Figure 1. Sequential cells coloured by netlist name.
Other sequential cells in the stronger grey, the rest of the logic in the fainter grey.
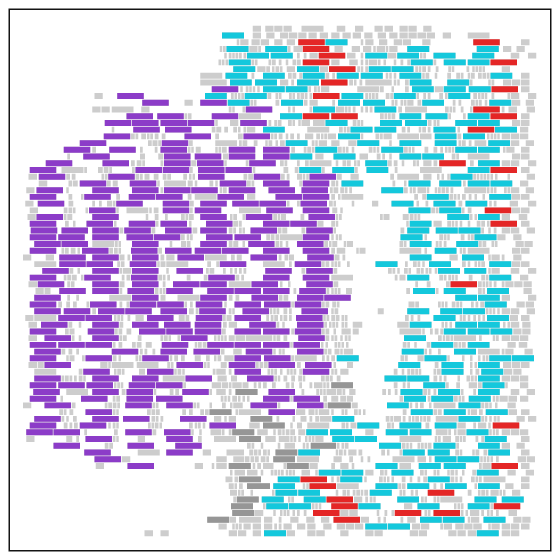
Figure 2. M2 wires.
Scale bar: 50 um.
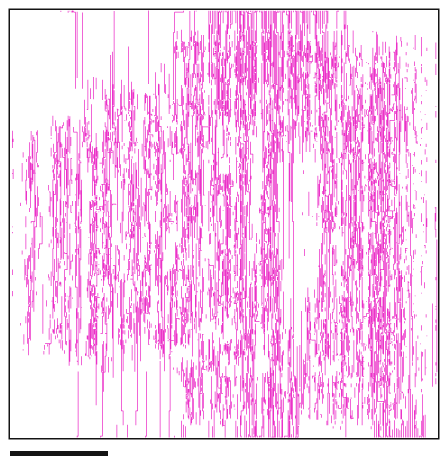
Figure 3. Routed metal, one colour a layer.
Only two layers are drawn.
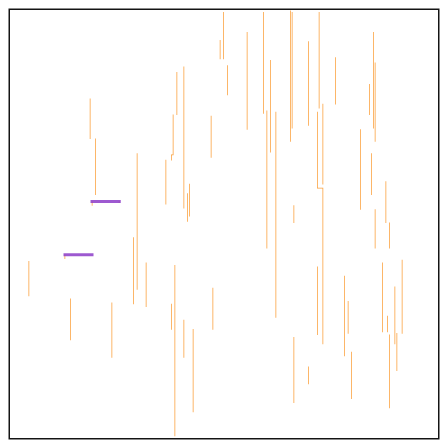
Figure 4. Nets reached from selected ports.
Scale bar: 50 um.
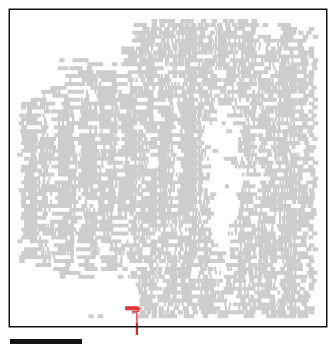
<file path="config.mk">
export PLATFORM = sky130hd
export DESIGN_NAME = param_commit_scheduler_flat
export DESIGN_NICKNAME = d
export VERILOG_FILES = /design/src/rtl/param_commit_scheduler_pkg.sv /design/src/rtl/param_commit_scheduler_if.sv /design/src/rtl/param_commit_scheduler_fifo.sv /design/src/rtl/param_commit_scheduler.sv /design/src/flat_wrapper.sv
export SDC_FILE = /design/constraint.sdc
export NUM_CORES = 1
export LEC_CHECK = 0
export ABC_AREA = 1
export CORE_MARGIN = 5
export CORE_UTILIZATION = 50
export DETAILED_ROUTE_END_ITERATION = 16
export PLACE_DENSITY = 0.76
export SYNTH_ARGS = -nofsm -noshare
export SYNTH_HDL_FRONTEND = slang
export SYNTH_SLANG_ARGS = --single-unit
export TNS_END_PERCENT = 50
</file>
<file path="constraint.sdc">
create_clock -name clk -period 18.9 [get_ports clk]
set_clock_uncertainty 0.05 [all_clocks]
set_input_delay 3.78 -clock clk [delete_from_list [all_inputs] [get_ports clk]]
set_output_delay 3.78 -clock clk [all_outputs]
set_load 0.005 [all_outputs]
</file>
<file path="src/rtl/param_commit_scheduler_pkg.sv">
// Shared constants, defaults, FSM encoding and queue entry type for the
// parameter commit scheduler.
package param_pkg;

  localparam int unsigned NUM_PARAMS   = 8;
  localparam int unsigned FIFO_DEPTH   = 8;
  localparam int unsigned MAX_PER_STEP = 4;
  localparam int unsigned ADDR_W       = 3;
  localparam int unsigned DATA_W       = 32;
  localparam int unsigned PTR_W        = $clog2(FIFO_DEPTH);
  localparam int unsigned CNT_W        = $clog2(FIFO_DEPTH) + 1;
  localparam int unsigned CMT_W        = $clog2(MAX_PER_STEP + 1);

  localparam int unsigned LTP_IDX     = 0;
  localparam int unsigned LTD_IDX     = 1;
  localparam int unsigned P_DELTA_IDX = 2;
  localparam int unsigned CLK_DIV_IDX = 3;

  localparam logic [DATA_W-1:0] PARAM_DEFAULT [NUM_PARAMS] = '{
    32'd0, 32'd0, 32'd0, 32'd1, 32'd0, 32'd0, 32'd0, 32'd0
  };

  typedef enum logic [1:0] {
    ST_IDLE   = 2'd0,
    ST_ARMED  = 2'd1,
    ST_COMMIT = 2'd2,
    ST_DONE   = 2'd3
  } state_e;

  typedef struct packed {
    logic [ADDR_W-1:0] addr;
    logic [DATA_W-1:0] data;
  } wr_entry_t;

endpackage

</file>
<file path="src/rtl/param_commit_scheduler_if.sv">
// Host write channel into the parameter commit queue.
interface param_commit_scheduler_if;
  import param_pkg::*;

  logic              wr_valid;
  logic              wr_ready;
  logic [ADDR_W-1:0] wr_addr;
  logic [DATA_W-1:0] wr_data;

  modport master (output wr_valid, output wr_addr, output wr_data, input wr_ready);
  modport slave  (input wr_valid, input wr_addr, input wr_data, output wr_ready);
endinterface

</file>
<file path="src/rtl/param_commit_scheduler_fifo.sv">
// Synchronous write queue with registered full/empty flags and occupancy.
module param_fifo
  import param_pkg::*;
(
  input  logic             clk,
  input  logic             reset_global,
  input  logic             push,
  input  wr_entry_t        push_data,
  input  logic             pop,
  output wr_entry_t        pop_data_c,
  output logic             full,
  output logic             empty,
  output logic [CNT_W-1:0] count
);

  wr_entry_t        r_mem [FIFO_DEPTH];
  logic [PTR_W-1:0] r_wr_ptr;
  logic [PTR_W-1:0] r_rd_ptr;
  logic [CNT_W-1:0] r_count;
  logic             r_full;
  logic             r_empty;

  logic             w_push;
  logic             w_pop;
  logic [CNT_W-1:0] w_count_nxt;

  assign w_push      = push && !r_full;
  assign w_pop       = pop && !r_empty;
  assign w_count_nxt = r_count + CNT_W'(w_push) - CNT_W'(w_pop);

  always_ff @(posedge clk) begin
    if (w_push) r_mem[r_wr_ptr] <= push_data;
  end

  always_ff @(posedge clk or posedge reset_global) begin
    if (reset_global) begin
      r_wr_ptr <= '0;
      r_rd_ptr <= '0;
      r_count  <= '0;
      r_full   <= 1'b0;
      r_empty  <= 1'b1;
    end else begin
      if (w_push) r_wr_ptr <= r_wr_ptr + PTR_W'(1);
      if (w_pop)  r_rd_ptr <= r_rd_ptr + PTR_W'(1);
      r_count <= w_count_nxt;
      r_full  <= (w_count_nxt == CNT_W'(FIFO_DEPTH));
      r_empty <= (w_count_nxt == '0);
    end
  end

  assign pop_data_c = r_mem[r_rd_ptr];
  assign full       = r_full;
  assign empty      = r_empty;
  assign count      = r_count;

endmodule

</file>
<file path="src/rtl/param_commit_scheduler.sv">
// Queues host parameter writes and commits them to the live bank only at
// sim_tick boundaries. Optional readback port under PARAM_READBACK_EN.
module param_commit_scheduler
  import param_pkg::*;
(
  input  logic                         clk,
  input  logic                         reset_global,
  input  logic                         sim_tick,
  param_commit_scheduler_if.slave      wr,
  output logic [NUM_PARAMS*DATA_W-1:0] params,
  output logic                         commit_pulse,
  output logic [CNT_W-1:0]             pending,
  output logic                         overflow
`ifdef PARAM_READBACK_EN
  ,
  input  logic [ADDR_W-1:0]            rd_addr,
  output logic [DATA_W-1:0]            rd_data
`endif
);

  state_e           r_state;
  state_e           w_state_nxt;
  logic [CMT_W-1:0] r_cnt;
  logic             r_commit_pulse;
  logic             r_overflow;

  logic             w_deq;
  logic             w_pulse_nxt;
  logic             w_full;
  logic             w_empty;
  logic             w_enq;
  logic [CNT_W-1:0] w_count;
  wr_entry_t        w_push_entry;
  wr_entry_t        w_head;
  logic [DATA_W-1:0] w_param_arr [NUM_PARAMS];

  assign w_push_entry = '{addr: wr.wr_addr, data: wr.wr_data};
  assign w_enq        = wr.wr_valid && !w_full;
  assign wr.wr_ready  = !w_full;

  param_fifo u_fifo (
    .clk          (clk),
    .reset_global (reset_global),
    .push         (wr.wr_valid),
    .push_data    (w_push_entry),
    .pop          (w_deq),
    .pop_data_c   (w_head),
    .full         (w_full),
    .empty        (w_empty),
    .count        (w_count)
  );

  always_ff @(posedge clk or posedge reset_global) begin
    if (reset_global) r_state <= ST_IDLE;
    else              r_state <= w_state_nxt;
  end

  // Leave COMMIT on the quota-th pop or when the pop drains the queue.
  always_comb begin
    w_state_nxt = r_state;
    case (r_state)
      ST_IDLE:   if (w_count != '0) w_state_nxt = ST_ARMED;
      ST_ARMED:  if (sim_tick)      w_state_nxt = ST_COMMIT;
      ST_COMMIT: begin
        if (w_empty || (r_cnt == CMT_W'(MAX_PER_STEP - 1)) ||
            ((w_count == CNT_W'(1)) && !w_enq))
          w_state_nxt = ST_DONE;
      end
      ST_DONE:   w_state_nxt = (w_count != '0) ? ST_ARMED : ST_IDLE;
      default:   w_state_nxt = ST_IDLE;
    endcase
  end

  always_comb begin
    w_deq       = 1'b0;
    w_pulse_nxt = 1'b0;
    case (r_state)
      ST_COMMIT: w_deq       = !w_empty;
      ST_DONE:   w_pulse_nxt = 1'b1;
      default: ;
    endcase
  end

  always_ff @(posedge clk or posedge reset_global) begin
    if (reset_global) begin
      r_cnt          <= '0;
      r_commit_pulse <= 1'b0;
      r_overflow     <= 1'b0;
    end else begin
      if (r_state != ST_COMMIT) r_cnt <= '0;
      else if (w_deq)           r_cnt <= r_cnt + CMT_W'(1);
      r_commit_pulse <= w_pulse_nxt;
      if (wr.wr_valid && w_full) r_overflow <= 1'b1;
    end
  end

  // The clock divider register is excluded from reset so gen_clk keeps running.
  for (genvar i = 0; i < NUM_PARAMS; i++) begin : g_param
    if (i == CLK_DIV_IDX) begin : g_noreset
      logic [DATA_W-1:0] r_val = PARAM_DEFAULT[i];
      always_ff @(posedge clk) begin
        if (w_deq && (w_head.addr == ADDR_W'(i))) r_val <= w_head.data;
      end
      assign w_param_arr[i] = r_val;
    end else begin : g_reset
      logic [DATA_W-1:0] r_val;
      always_ff @(posedge clk or posedge reset_global) begin
        if (reset_global)                              r_val <= PARAM_DEFAULT[i];
        else if (w_deq && (w_head.addr == ADDR_W'(i))) r_val <= w_head.data;
      end
      assign w_param_arr[i] = r_val;
    end
    assign params[i*DATA_W +: DATA_W] = w_param_arr[i];
  end

`ifdef PARAM_READBACK_EN
  logic [DATA_W-1:0] r_rd_data;
  always_ff @(posedge clk or posedge reset_global) begin
    if (reset_global)                     r_rd_data <= '0;
    else if (32'(rd_addr) < NUM_PARAMS)   r_rd_data <= w_param_arr[rd_addr];
    else                                  r_rd_data <= '0;
  end
  assign rd_data = r_rd_data;
`endif

  assign commit_pulse = r_commit_pulse;
  assign pending      = w_count;
  assign overflow     = r_overflow;

endmodule
</file>
<file path="src/flat_wrapper.sv">
// flat-port wrapper written by rule: the top's interface ports become plain ports
module param_commit_scheduler_flat import param_pkg::*;
  (clk, reset_global, sim_tick, params, commit_pulse, pending, overflow, wr_wr_valid, wr_wr_addr, wr_wr_data, wr_wr_ready);
  param_commit_scheduler_if wr_i ();
  input  logic clk;
  input  logic reset_global;
  input  logic sim_tick;
  output logic [NUM_PARAMS*DATA_W-1:0] params;
  output logic commit_pulse;
  output logic [CNT_W-1:0] pending;
  output logic overflow;
  input wire logic [$bits(wr_i.wr_valid)-1:0] wr_wr_valid;
  input wire logic [$bits(wr_i.wr_addr)-1:0] wr_wr_addr;
  input wire logic [$bits(wr_i.wr_data)-1:0] wr_wr_data;
  output wire logic [$bits(wr_i.wr_ready)-1:0] wr_wr_ready;
  assign wr_i.wr_valid = wr_wr_valid;
  assign wr_i.wr_addr = wr_wr_addr;
  assign wr_i.wr_data = wr_wr_data;
  assign wr_wr_ready = wr_i.wr_ready;
  param_commit_scheduler u_core (.clk(clk), .reset_global(reset_global), .sim_tick(sim_tick), .wr(wr_i), .params(params), .commit_pulse(commit_pulse), .pending(pending), .overflow(overflow));
endmodule
</file>
==> impl_metrics.env <==
# source this file to load flow results
export IMPL_status="finished clean"
export IMPL_yosys_warnings=0
export IMPL_holdWs_ps=407
export IMPL_ys_sh_adder_pct=0.841
export IMPL_endpoint_kind="asynchronous set/reset pin"
export IMPL_grt_max_degree=100
export IMPL_synthAoiAreaFrac_pct=4.99
export IMPL_drc=0
export IMPL_dr_pass1_iters=6
export IMPL_clkSinkCount=555
export IMPL_cts_repair_resized=0
export IMPL_boundaryPins=302
export IMPL_antenna_cells=1
export IMPL_n_all_buffers=329
export IMPL_die_area_mm2=0.0477
export IMPL_fill_cells=3283
export IMPL_synth_flops=555
export IMPL_cap_violations=0
export IMPL_avgSynthCellArea_um2=11.0
export IMPL_fmax_mhz=166
export IMPL_cp_arrival_ps=6600
export IMPL_worstPathMaxFanout=99
export IMPL_rsz0062_at_grt="false"
export IMPL_logic_area_mm2=0.00555
export IMPL_netlist_area_mm2=0.0217
export IMPL_crit_path_start_kind="input port"
export IMPL_place_inst=2768
export IMPL_routed_via_count=15900
export IMPL_topCellsByArea="edfxtp_1 (43%), dfrtp_1 (28%), nand2_1 (11%), nand3_1 (4.2%), o21ai_0 (3.4%)"
export IMPL_r2r_start="u_core.u_fifo.r_rd_ptr[0]$_DFFE_PP0P_"
export IMPL_area_share_nonclk_buffers_pct=12.0
export IMPL_largest_register_ffs=280
export IMPL_grtUsageMet1_pct=32.8
export IMPL_p_sw_uw=1840
export IMPL_fp_util_pct=50.5
export IMPL_warnings=29
export IMPL_final_seq_area_mm2=0.0155
export IMPL_inverters_excl_clock=47
export IMPL_layout_drive_gt1_share_pct=6.32
export IMPL_clkSlewWorstSetupHoldPaths_ps=60
export IMPL_clk_path_buf_depth=3
export IMPL_final_nets=2292
export IMPL_path_delay_family="buffers and inverters"
export IMPL_yosys_stat_seqShare_pct=71.2
export IMPL_ff_count=555
export IMPL_pg_seq_uw=1790
export IMPL_min_path_type="reg -> reg"
export IMPL_fin_setup_tns_ps=0
export IMPL_postCtsSetupRepairBufs=0
export IMPL_dpl_instance_area_mm2=0.0251
export IMPL_finalPower_uw=4710
export IMPL_wl_per_cell_um=20.9
export IMPL_seq_area_share_pct=57.5
export IMPL_vias_per_cell=5.55
export IMPL_path_cells="clkdlybuf4s50_1 > inv_8 > buf_4 > buf_4"
export IMPL_grt_busiest_layer="met2"
export IMPL_wl_met3_um=5220
export IMPL_tightest_slew_ps=1190
export IMPL_cp_num_buf_inv=4
export IMPL_holdCritStartpoint="u_core.overflow$_DFFE_PP0P_"
export IMPL_fin_area_mm2=0.0269
export IMPL_power_density_mw_per_mm2=175
export IMPL_maxPowerGroup="combinational logic"
export IMPL_grt_usage_pct=24.6
export IMPL_flop_cell="edfxtp_1"
export IMPL_p_leak_uw=0.0113
export IMPL_comb_cells=1252
export IMPL_dp_hpwl_um=37300
export IMPL_synthDominantCellAreaShare_pct=43.2
export IMPL_routed_wl_met2_um=29000
export IMPL_top_area_cell="edfxtp_1"
export IMPL_final_min_clock_period_ps=6030
export IMPL_core_area_mm2=0.0430
export IMPL_edf_count=312
export IMPL_fin_cells=2865
export IMPL_period_used_pct=31.9
export IMPL_top_regs="u_core.u_fifo.r_mem x280, u_core.g_param.g_reset.r_val x224, u_core.g_param.g_noreset.r_val x32"
export IMPL_synthArstFlopShare_pct=43.8
export IMPL_largest_register="u_core.u_fifo.r_mem"
export IMPL_finalSetupViolations=0
export IMPL_area_delta_synth_final_pct=23.9
export IMPL_p_clk_uw=1060
export IMPL_highest_layer="met5"
export IMPL_overflow=0
export IMPL_power_frac_comb_pct=39.4
export IMPL_irDropWorstVdd_v=0.0000923
export IMPL_grt_pass1_vias=15600
export IMPL_cpMaxStageDelayCell="buf_4"
export IMPL_most_common_cell="nand2_1"
export IMPL_ant_nets=0
export IMPL_sh_comb_area_pct=20.6
export IMPL_final_cell_mix="nand2_1 (665), edfxtp_1 (312), clkdlybuf4s50_1 (301), dfrtp_1 (240), nand3_1 (182)"
export IMPL_largest_class="registers"
export IMPL_swShare_pct=39.0
export IMPL_clock_area_share_pct=6.51
export IMPL_worst_slack_ps=12870
export IMPL_gp_congestion=0.822
export IMPL_yosys_area_mm2=0.0217
export IMPL_p_comb_uw=1850
export IMPL_relSlewSlack_pct=20.2
export IMPL_grt_util_met2_pct=41.3
export IMPL_grt_pass1_wl_um=91000
export IMPL_p_int_uw=2870
export IMPL_wl_met1_um=23800
export IMPL_clock_buffers=77
export IMPL_die_h_um=218
export IMPL_simple_gate_share_pct=19.1
export IMPL_cts_made_buffers=54
export IMPL_netlist_instances=1968
export IMPL_wl_um=59900
export IMPL_fin_util_pct=62.6
export IMPL_final_hold_viol_count=0
export IMPL_pwr_share_seq_pct=38.1
export IMPL_cts_root_buf="clkbuf_16"
export IMPL_synthMuxAreaShare_pct=0
export IMPL_ys_cells=1968
export IMPL_use_met3_pct=4.57
export IMPL_worstPathRequired_ps=19470
export IMPL_slowest_delay_ps=900
export IMPL_crit_top_cell="buf_4"
export IMPL_synthesis_nets=2021
export IMPL_cts_tree="done"
export IMPL_htreeDepth=2
About Figure 1:
Key: red = `u_core.g_param.g_noreset.r_val` [placed flops 32]; cyan = `u_core.g_param.g_reset.r_val` [placed flops 224]; purple = `u_core.u_fifo.r_mem` [placed flops 280]

About Figure 2:
1789 nets have wire on it. The layer carries 29.0 mm of wire. The longest straight run is 67.7 um. The wires run mostly vertical. The layer holds 48% of the routed length.

About Figure 3:
Key: purple = met5 [wire length 27.6 um]; orange = met4 [wire length 1950 um]

About Figure 4:
Key: red = `overflow` [bits 1, direction output, end cells 1, buffers 1, wire 16.2 um]

## final timing paths
| kind | to | depth (start not counted) | slack, ps |
|---|---|---|---|
| worst max-delay path | u_core.g_param[4].g_reset.r_val[27]$_DFFE_PP0P_ | 4 | 12870 |
| worst min-delay path | u_core.overflow$_DFFE_PP0P_ | 1 | 410 |
| worst max register to register | u_core.g_param[7].g_reset.r_val[9]$_DFFE_PP0P_ | 10 | 13670 |
| worst min register to register | u_core.overflow$_DFFE_PP0P_ | 1 | 410 |
| max in group clk | u_core.u_fifo.r_mem[0][27]$_DFFE_PP_ | 4 | 13260 |
| min in group asynchronous | u_core.g_param[4].g_reset.r_val[6]$_DFFE_PP0P_ | 2 | 3670 |
